==> src/rtl/md_unit.sv <==
// md_unit: iterative RV32M multiply/divide, one bit per cycle.
// Latency: start accepted at edge N -> done pulse after edge N+32 (special cases after N).
// Backpressure: start is taken only while busy=0 (IDLE or DONE); a start during CALC is dropped.
// Ports: clk, rst_n (sync, active-low), start/op/a/b request, busy, done pulse, result (held).
// Build option: define MD_DIV_EN to compile DIV/DIVU/REM/REMU; otherwise ops 1xx finish
// immediately with result 0.
module md_unit #(
  parameter int XLEN = 32
) (
  input  logic            clk,
  input  logic            rst_n,
  input  logic            start,
  input  logic [2:0]      op,
  input  logic [XLEN-1:0] a,
  input  logic [XLEN-1:0] b,
  output logic            busy,
  output logic            done,
  output logic [XLEN-1:0] result
);

  typedef enum logic [1:0] {S_IDLE, S_CALC, S_DONE} state_t;

  state_t            state_q;
  logic [2*XLEN-1:0] acc_q, acc_d;   // mul: {partial hi, multiplier}; div: {remainder, quotient}
  logic [XLEN-1:0]   opnd_q;         // multiplicand magnitude or divisor magnitude
  logic [1:0]        op_q;
  logic              neg_q;          // final negation of the selected result
  logic [4:0]        cnt_q;
`ifdef MD_DIV_EN
  logic              div_q;
`endif

  // Accept-time decode: signedness, magnitudes, special cases.
  logic            a_sgn, b_sgn, a_neg, b_neg;
  logic [XLEN-1:0] a_mag, b_mag;
  logic            spec_d;
  logic [XLEN-1:0] spec_res_d;

  always_comb begin
    a_sgn = (op == 3'b001) || (op == 3'b010);
    b_sgn = (op == 3'b001);
    spec_d     = 1'b0;
    spec_res_d = '0;
`ifdef MD_DIV_EN
    if ((op == 3'b100) || (op == 3'b110)) begin
      a_sgn = 1'b1;
      b_sgn = 1'b1;
    end
    if (op[2] && (b == '0)) begin
      spec_d     = 1'b1;
      spec_res_d = op[1] ? a : '1;
    end else if (!op[0] && op[2] && (a == {1'b1, {(XLEN-1){1'b0}}}) && (b == '1)) begin
      // Signed overflow: quotient saturates to the dividend, remainder is zero.
      spec_d     = 1'b1;
      spec_res_d = op[1] ? '0 : a;
    end
`else
    if (op[2]) begin
      spec_d     = 1'b1;
      spec_res_d = '0;
    end
`endif
    a_neg = a_sgn & a[XLEN-1];
    b_neg = b_sgn & b[XLEN-1];
    a_mag = a_neg ? -a : a;
    b_mag = b_neg ? -b : b;
  end

  // One iteration step plus the signed result it would produce if it is the last one.
  logic [XLEN:0]     mul_sum;
  logic [2*XLEN-1:0] prod;
  logic [XLEN-1:0]   fin_res;
`ifdef MD_DIV_EN
  logic [XLEN:0]     trial;
  logic [XLEN-1:0]   dsel;
`endif

  always_comb begin
    mul_sum = {1'b0, acc_q[2*XLEN-1:XLEN]} + (acc_q[0] ? {1'b0, opnd_q} : '0);
    acc_d   = {mul_sum, acc_q[XLEN-1:1]};
    prod    = neg_q ? -acc_d : acc_d;
    fin_res = (op_q == 2'b00) ? prod[XLEN-1:0] : prod[2*XLEN-1:XLEN];
`ifdef MD_DIV_EN
    // Restoring step: shift the next dividend bit into the remainder, try to subtract.
    trial = acc_q[2*XLEN-1:XLEN-1] - {1'b0, opnd_q};
    dsel  = '0;
    if (div_q) begin
      if (!trial[XLEN]) acc_d = {trial[XLEN-1:0], acc_q[XLEN-2:0], 1'b1};
      else              acc_d = {acc_q[2*XLEN-2:0], 1'b0};
      dsel    = op_q[1] ? acc_d[2*XLEN-1:XLEN] : acc_d[XLEN-1:0];
      fin_res = neg_q ? -dsel : dsel;
    end
`endif
  end

  always_ff @(posedge clk) begin
    if (!rst_n) begin
      state_q <= S_IDLE;
      busy    <= 1'b0;
      done    <= 1'b0;
      result  <= '0;
      acc_q   <= '0;
      opnd_q  <= '0;
      op_q    <= '0;
      neg_q   <= 1'b0;
      cnt_q   <= '0;
`ifdef MD_DIV_EN
      div_q   <= 1'b0;
`endif
    end else begin
      case (state_q)
        S_IDLE, S_DONE: begin
          done    <= 1'b0;
          state_q <= S_IDLE;
          if (start) begin
            cnt_q <= '0;
            op_q  <= op[1:0];
            if (spec_d) begin
              state_q <= S_DONE;
              done    <= 1'b1;
              result  <= spec_res_d;
            end else begin
              state_q <= S_CALC;
              busy    <= 1'b1;
`ifdef MD_DIV_EN
              div_q   <= op[2];
              if (op[2]) begin
                opnd_q <= b_mag;
                acc_q  <= {{XLEN{1'b0}}, a_mag};
                // Remainder follows the dividend; quotient sign is the xor.
                neg_q  <= op[1] ? a_neg : (a_neg ^ b_neg);
              end else
`endif
              begin
                opnd_q <= a_mag;
                acc_q  <= {{XLEN{1'b0}}, b_mag};
                neg_q  <= a_neg ^ b_neg;
              end
            end
          end
        end
        S_CALC: begin
          acc_q <= acc_d;
          cnt_q <= cnt_q + 5'd1;
          if (cnt_q == 5'd31) begin
            state_q <= S_DONE;
            busy    <= 1'b0;
            done    <= 1'b1;
            result  <= fin_res;
          end
        end
        default: begin
          state_q <= S_IDLE;
          busy    <= 1'b0;
          done    <= 1'b0;
        end
      endcase
    end
  end

endmodule

==> config.mk <==
export PLATFORM = sky130hd
export DESIGN_NAME = md_unit
export DESIGN_NICKNAME = d
export VERILOG_FILES = /design/src/rtl/md_unit.sv
export SDC_FILE = /design/constraint.sdc
export NUM_CORES = 1
export LEC_CHECK = 0
export CAP_MARGIN = 5
export CELL_PAD_IN_SITES_DETAIL_PLACEMENT = 1
export CELL_PAD_IN_SITES_GLOBAL_PLACEMENT = 2
export CORE_MARGIN = 2
export CORE_UTILIZATION = 37
export DETAILED_ROUTE_END_ITERATION = 10
export PLACE_DENSITY = 0.94
export SYNTH_ARGS = -nofsm -noshare
export SYNTH_HDL_FRONTEND = slang
export SYNTH_SLANG_ARGS = --single-unit
==> constraint.sdc <==
create_clock -name clk -period 8.1 [get_ports clk]
set_input_delay 0.81 -clock clk [delete_from_list [all_inputs] [get_ports clk]]
set_output_delay 0.81 -clock clk [all_outputs]
set_load 0.02 [all_outputs]
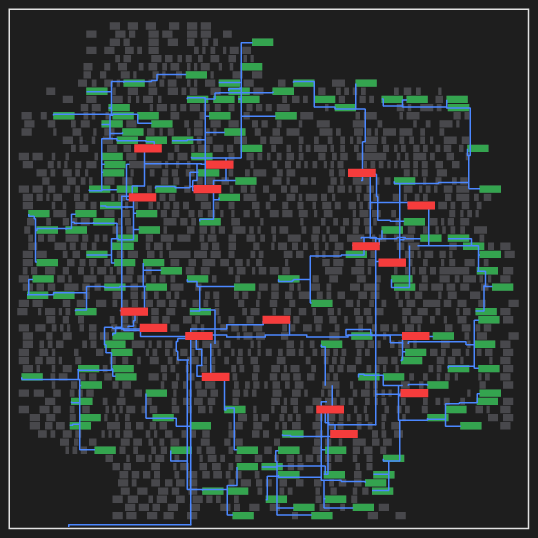
**Above:** run 1 (clock wires, drivers and flops).
(3 px per um)
Key: red = clock-net drivers [count 17]; blue = clock wires [length 2,310 um]; green = flip-flops [count 139]
Position of the flops: all over the die.
worst-case clock skew: 11.9 ps
Power Clock: 0.841 mW
clock power share: 43.6%
Latency at later pin: 440 ps

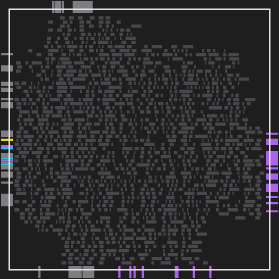
**Above:** run 1 (pin map).
(1.5 px per um) Pins as bars across the die edge, other pins in gray.
Key: purple = result [pins 32, direction output, edge 22 right, 8 bottom, 2 left]; yellow = rst_n [pins 1, direction input, edge left]; cyan = op [pins 3, direction input, edge left]
All pins by edge: 36 left, 26 bottom, 22 right, 20 top.

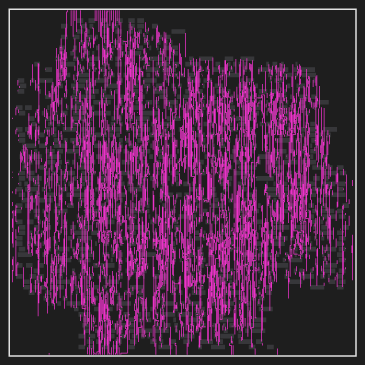
**Above:** run 1 (met2 routing).
(2 px per um) Cells faint in the background.
The layer holds 46% of the routed length. The longest straight run is 58.5 um. 1,338 nets have wire on it. The layer carries 16,800 um of wire. The wires run mostly vertical.

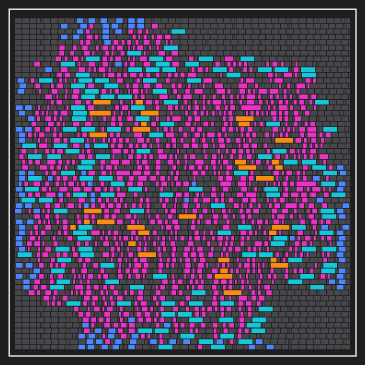
**Above:** run 1 (cell classes on the final placement).
(2 px per um) Fill, decap, tap and diode cells in gray.
Key: magenta = remaining logic cells [cells 1,141, share of their area 62%]; orange = clock drivers and dummy loads [cells 32, share of their area 5.2%]; blue = remaining buffers and delay cells [cells 114, share of their area 9.3%]; cyan = registers [cells 139, share of their area 23%]
CORE AREA: 27,900 sq um
final core utilization: 44.4%
final instance area: 12,400 sq um
share of cell area taken by flip-flops and latches: 22.5%

==> results.txt, run 1 <==
Implementation results.

The arrival time at the worst endpoint is 5240 ps. For reference, the critical path cell chain is and2_1, ha_1, fa_1, a21o_1, a311o_1, nand4_2, a2111oi_0, nor2_1, xnor2_1, nand4b_2, or4_4, o41a_1, a311oi_1, o21ai_1. In the final layout, the share of cells above drive strength 1 is 5.12%. The setup slack of the worst register-to-register path is 3180 ps. The number of logged tool warnings is 26.

After detailed routing, the total wire length is 36,100 um. The detailed router's first-iteration violation count is 804. The cell count listed in synth_stat.txt is 1,378.

The worst reg2reg path startpoint is acc_q[0]$_SDFFE_PN0P_. The number of buffers created by CTS is 17. The critical path's slowest stage uses the library cell dfxtp_1.

According to the floorplan report, the total die area is 29,800 sq um. Excluding fillers, the count of instances in the completed layout stands at 1,804. The pin slew with the least headroom to its limit is 1150 ps. The critical path startpoint category is a flip-flop. The commonest cells after synthesis are nand2_1, dfxtp_1, o21ai_0.

The run finished with clean final reports. The total congestion overflow after global routing is 0. The vertical die dimension is 173 um. The cell area after technology mapping is 10,500 sq um. Setup repair after global routing left no endpoint under its margin.

In this run the VDD rail shows a maximum IR drop of 0.125 mV. The type of destination of the critical path is a flip-flop. The via count of the first global-routing pass is 10,300. The via count is 10,700.

Measured along the x axis, the die boundary spans 173 um. Looking at the post-CTS report, the setup buffer insertion count equals 0. The post-route setup TNS is 0 ps. The placement report lists the number of port buffers as 103.

The dominant kind of combinational cell is AND-OR/OR-AND gates. The antenna diode count is 0. The worst pin sits at a relative slew slack of 23.2%. The data required time reported for the critical path is 8420 ps. The share of synthesized area occupied by flip-flops and latches is 26.5%. The register clock-pin slew on the reported worst setup and hold paths is 70 ps.

The number of buffers and inverters on the critical path is 0. Nets still carrying antenna violations after routing amount to 0. The depth of the worst hold-timing path is 2. The floorplan has 61 rows. The final layout net count is 1,521.

In this run the maximum-capacitance check reported violations numbering 0. Synthesis handed over a netlist of 1,378 instances. The final weighted congestion in routability-driven placement is 0.875. The async set-or-reset flop fraction in the synthesized netlist is 0%.

Before antenna repair, the detailed router went through 7 iterations. The adder-cell area share of the yosys netlist is 4.59%. In the synthesis report, Yosys lists the chip area as 10,500 sq um.

The tightest hold margin is 452 ps. The number of warnings printed during yosys synthesis is 0. The average instance area after synthesis is 7.63 sq um.

Grouping stages by cell kind, the critical path spends the most delay in AND-OR/OR-AND gates. The worst setup path is of the reg -> reg kind. The hold violation count in the final report is 0. The detailed-route DRC error count is 0. The number of gates resized after CTS was 0. In the hold report, the worst path ends at result[22]$_SDFFE_PN0P_. The initial antenna violation count is 1. The floorplan net count is 1,486.
[run 1: routing by layer]
layer	up-vias	global-route usage, %	wire length (um)
met5	-	0	0
met4	0	6.23	591
met3	42	3.03	1620
met2	261	38.7	16800
met1	5287	32.9	17100
li1	5109	-	-
[run 1: tightest hold or removal path: stages, from the launching register on]
cell	delay, ps
dfxtp_1	310
nand2_1	60
nand2_1	40
[run 1: power by group]
group	switching [mW]	internal [mW]	leakage, nW
registers	0.0307	0.706	1.13
clock network	0.393	0.448	0.304
logic	0.216	0.133	3.28
total	0.640	1.29	4.71
[run 1: placed cells by master, fill, tap and decap left out, drive strengths merged, types with 23 or more instances in the layout]
cell and instances:
a21boi 31, a21oi 87, a22oi 36, and2 86, clkdlybuf4s50 102, dfxtp 139
ha 37, nand2 160, nand3 48, nor2 57, nor2b 23, nor3 28
o211a 33, o21ai 130, o31ai 34, xnor2 47, xor2 69
[run 1: stage by stage]
step | instance area (sq um) | worst slack (ps)
floorplan | 10500 | 3850
global placement | 11700 | 3480
detailed placement | 11700 | 3290
CTS | 12400 | 3200
global route | 12400 | 2740
finish | 12400 | 3180
[run 1: how the worst max path moves through the flow]
stage / startpoint / to / slack, ps / depth (start not counted)
finish: acc_q[0]$_SDFFE_PN0P_ / result[29]$_SDFFE_PN0P_ / 3180 / 14
global route: acc_q[0]$_SDFFE_PN0P_ / result[29]$_SDFFE_PN0P_ / 2740 / 14
CTS: acc_q[0]$_SDFFE_PN0P_ / result[29]$_SDFFE_PN0P_ / 3200 / 14
detailed placement: acc_q[0]$_SDFFE_PN0P_ / result[29]$_SDFFE_PN0P_ / 3290 / 14
global placement: acc_q[0]$_SDFFE_PN0P_ / result[29]$_SDFFE_PN0P_ / 3480 / 14
floorplan: acc_q[0]$_SDFFE_PN0P_ / result[29]$_SDFFE_PN0P_ / 3850 / 16
[run 1: logic make-up (layout without fill, tap and decap cells)]
| kind of cell | Yosys count | after routing |
|---|---|---|
| and+or+nand+nor | 521 | 521 |
| AOI/OAI and AO/OA | 449 | 449 |
| DFF | 139 | 139 |
| xor gates and xnor gates | 116 | 116 |
| buffers and inverters | 110 | 158 |
| adders and majority gates | 38 | 38 |
| muxes | 5 | 5 |
[run 1: layout make-up]
cell class              count  area (sq um)
clock buffers              17           425
repair buffers            114          1110
inverters                  12          45.0
multi-input cells        1129          7330
flip-flops and latches    139          2780
fillers                  3355         15500
clock inverters            15           198
well taps                 378           473
[run 1: sequential cells by signal, summed over array words and instances, names as in the netlist]
name,cells
acc_q,64
opnd_q,32
result,32
cnt_q,5
op_q,2
busy,1
done,1
neg_q,1
state_q,1
**Run 1: the clock network**

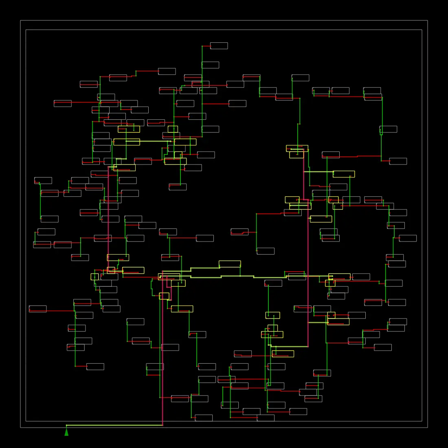

==> run 2: changes to the inputs <==
--- a/config.mk
+++ b/config.mk
@@ -9,9 +9,9 @@
 export CELL_PAD_IN_SITES_DETAIL_PLACEMENT = 1
 export CELL_PAD_IN_SITES_GLOBAL_PLACEMENT = 2
 export CORE_MARGIN = 2
-export CORE_UTILIZATION = 37
+export CORE_UTILIZATION = 31
 export DETAILED_ROUTE_END_ITERATION = 10
-export PLACE_DENSITY = 0.94
+export PLACE_DENSITY = 0.85
 export SYNTH_ARGS = -nofsm -noshare
 export SYNTH_HDL_FRONTEND = slang
 export SYNTH_SLANG_ARGS = --single-unit
==> constraint.sdc (replaced) <==
create_clock -name clk -period 4.05 [get_ports clk]
set_input_delay 0.405 -clock clk [delete_from_list [all_inputs] [get_ports clk]]
set_output_delay 0.405 -clock clk [all_outputs]
set_load 0.02 [all_outputs]
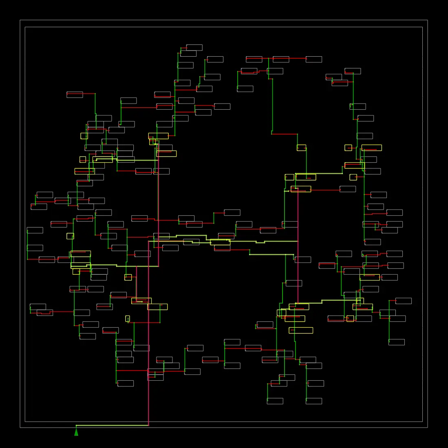
**Above:** run 2 (the clock network).
CTS Buf Count: 17
worst-case clock skew: 13.4 ps
Power Clock: 1.60 mW
number of clock sinks: 139

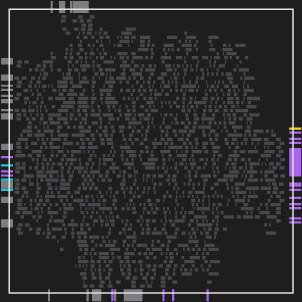
**Above:** run 2 (pin map).
(1.5 px per um) Pins as bars across the die edge, other pins in gray.
Key: purple = result [pins 32, direction output, edge 25 right, 4 bottom, 3 left]; cyan = op [pins 3, direction input, edge left]; yellow = rst_n [pins 1, direction input, edge right]
All pins by edge: 35 left, 26 bottom, 26 right, 17 top.

==> run 2 against run 1 <==
Effect of this change:
- utilization down 5.0 points
- clock power up about 90%
- flip-flop count unchanged
==> results.txt, run 2 <==
Implementation results.

The worst slew margin relative to its limit is 44.6%. Leaving out fill and tap cells, the most frequent cells in the layout are nand2_1, dfxtp_1, o21ai_0, clkdlybuf4s50_1. The synthesized netlist occupies a cell area of 10,500 sq um.

The most common cell after layout, fill and taps aside is nand2_1. The power share of the sequential group is 38.5%. The final weighted congestion recorded by global placement is 0.882. In the routed design, unresolved DRC markers number 0. The via count of the first global-routing pass came to 10,800. Once detailed placement completed, the half-perimeter wirelength came to 28,900 um. The final route contains 10,900 vias. The post-placement cell area is 12,300 sq um. The tally of buffers added on design ports is 103. According to the report, the first pass of detailed routing completed in 5 iterations. The largest registers in the layout are acc_q: 64 flops, opnd_q: 32 flops, result: 32 flops.

The logic area is 7530 sq um. The combined flip-flop and latch cell area is 2790 sq um. In the final routed layout, each cell accounts on average for 19.6 um. Dividing the synthesized area by the synthesized cell count gives 7.63 sq um. The cell count listed in synth_stat.txt is 1,378. The count of nets left with antenna violations once routing finished came out at 0. The root buffer cell is clkbuf_16.

After global routing the overflow that remains totals 0. The fraction of layout instances using a drive strength above 1 is 11.9%. Per the power-grid run, VDD falls by no more than 0.288 mV. Ranked by instance count, the synthesized netlist is headed by nand2_1, dfxtp_1, o21ai_0.

The critical path is of the reg -> reg type. The required time of the critical path is 4370 ps. After floorplanning, the die was sized to cover 35,400 sq um. Per Yosys stat, the portion of area used by sequential elements is 26.5%. The switching share of power is 32.5%. Per the synth stats, the flop cell with the highest instance count is dfxtp_1. The register clock-pin slew on the reported worst setup and hold paths is 60 ps. The vertical die dimension is 188 um. The pin closest to its max-slew limit shows a slew of 831 ps. The initialized floorplan defines 67 standard-cell rows. The number of antenna diodes in the final layout is 0. Synthesis instantiated 78 different standard cells from the library. The run finished with clean final reports. The detailed router's first-iteration violation count is 697. The initial antenna violation count is 0. The final design area excluding fillers is 13,200 sq um. The net switching power is 1.24 mW.

Setup repair after global routing could not meet its margin everywhere. The OpenROAD report gives the critical path a data arrival time of 4360 ps. The number of warnings printed during yosys synthesis is 0. The skew report gives the latency at the later pin of the worst-skew pair as 450 ps. The finished layout holds 1,948 standard cells, fillers aside. After technology mapping, the gate count stands at 1,378.

OpenROAD emitted warnings numbering 28. The wire length after detailed routing is 38,100 um. In this run the count of I/O pins placed on the die edge is 104.

The die is 188 um wide. The net count after synthesis is 1,486. By area the synthesized netlist is led by dfxtp_1, xor2_1, nand2_1.

Before placement the cells fill 31.4% of the core. In the power breakdown, the internal column shows 2.59 mW. Post-synthesis, Yosys gives the total cell area as 10,500 sq um. In the final design database the tool counted 1,595 nets. The hold violation count in the final report is 0. The flow reports that the clock network draws 41.8% of the design power. The largest register by flop count is acc_q. STA classifies the critical path startpoint as a flip-flop. The number of flip-flops under the largest register name is 64.

Counting I/O delays and the setup requirement, the final critical path takes 4040 ps. The final-layout fill cell count is 4,015. The type of destination of the critical path is a flip-flop. In the synthesized netlist the async set-or-reset flop fraction comes to 0%. Of the total power, combinational logic draws 19.7%.

The number of maximum-capacitance violations recorded for the run is 0. According to the floorplan report, the placeable core area is 33,400 sq um.
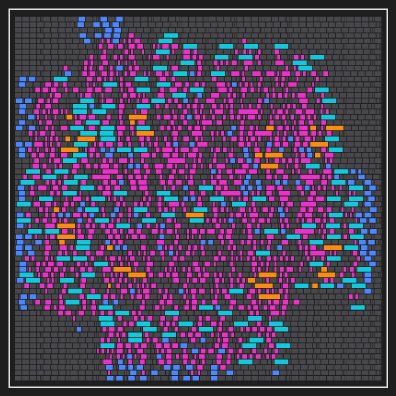
**Above:** run 2 (cell classes on the final placement).
(2 px per um) Fill, decap, tap and diode cells in gray.
Key: cyan = registers [cells 139, share of their area 22%]; orange = clock drivers and dummy loads [cells 32, share of their area 4.6%]; blue = remaining buffers and delay cells [cells 187, share of their area 13%]; magenta = remaining logic cells [cells 1,142, share of their area 60%]

[run 2: cell counts after synthesis]
Identical to the previous run, type by type.
[run 2: path summary, 6_finish.rpt]
check	from	endpoint	slack, ps	cells past startpoint
max	acc_q[0]$_SDFFE_PN0P_	result[29]$_SDFFE_PN0P_	7	14
min	result[19]$_SDFFE_PN0P_	result[19]$_SDFFE_PN0P_	440	2
max reg2reg	acc_q[0]$_SDFFE_PN0P_	result[29]$_SDFFE_PN0P_	7	14
min reg2reg	result[19]$_SDFFE_PN0P_	result[19]$_SDFFE_PN0P_	440	2
[run 2: kinds of logic after synthesis]
logic type | share of synthesized area [%]
multiplexers | 0.488
XOR/XNOR | 9.84
AND-OR/OR-AND | 28.6
adder cells (fa/ha/maj) | 4.59
flip-flops | 26.5
buffers and inverters | 4.10
AND/OR/NAND/NOR | 25.9
[run 2: critical path, stage by stage (launching register included)]
cell and delay [ps]:
dfxtp_4 360, and2_4 170, ha_4 160, fa_2 360, a21o_1 200, a311o_1 360
and2_4 200, or4_4 420, a21oi_2 170, and4b_2 280, nand4b_4 130, or4_4 500
o41a_1 330, a311oi_1 200, o21ai_1 100
[run 2: routing by layer]
layer	track usage (%)	vias up	wire [um]
met3	2.72	42	1450
met1	29.9	5332	18400
met5	0	-	0
met4	5.09	0	648
met2	34.9	229	17600
li1	-	5251	-
[run 2: area by class of cell]
cell class | count | area share (%)
inverters | 12 | 0.342
well taps | 448 | 4.26
repair buffers | 187 | 12.6
multi-input cells | 1130 | 57.2
clock inverters | 15 | 1.17
flip-flops and latches | 139 | 21.2
clock buffers | 17 | 3.23
[run 2: through the flow]
stage          setup TNS [ps]  setup WS (ps)  util (%)  hold WS, ps
2_1_floorplan               0           1.70         -          436
3_3_place_gp            -24.9          -24.9      36.9          430
3_5_place_dp             -296          -91.4      36.9          439
4_1_cts                 -41.8          -41.5      38.8          449
5_1_grt                  -874           -174      39.4          477
6_report                    0           6.85      39.4          444
[run 2: what timing repair did]
action | 4_1_cts | 5_1_grt
endpoints found under the setup margin | 7 | 18
cloned | 1 | 0
setup buffers | 2 | 6
pin swaps | 3 | 3
gates resized | 16 | 30
hold buffers | 0 | 0
[run 2: power groups by stage]
stage          sequential (mW)  combinational (mW)  clock, mW
2_1_floorplan             1.47               0.467          0
3_3_place_gp              1.50               0.713          0
3_5_place_dp              1.51               0.725          0
4_1_cts                   1.48               0.738       1.62
5_1_grt                   1.48               0.831       1.68
6_report                  1.48               0.754       1.60
Power is estimated from default activity; no workload was simulated.
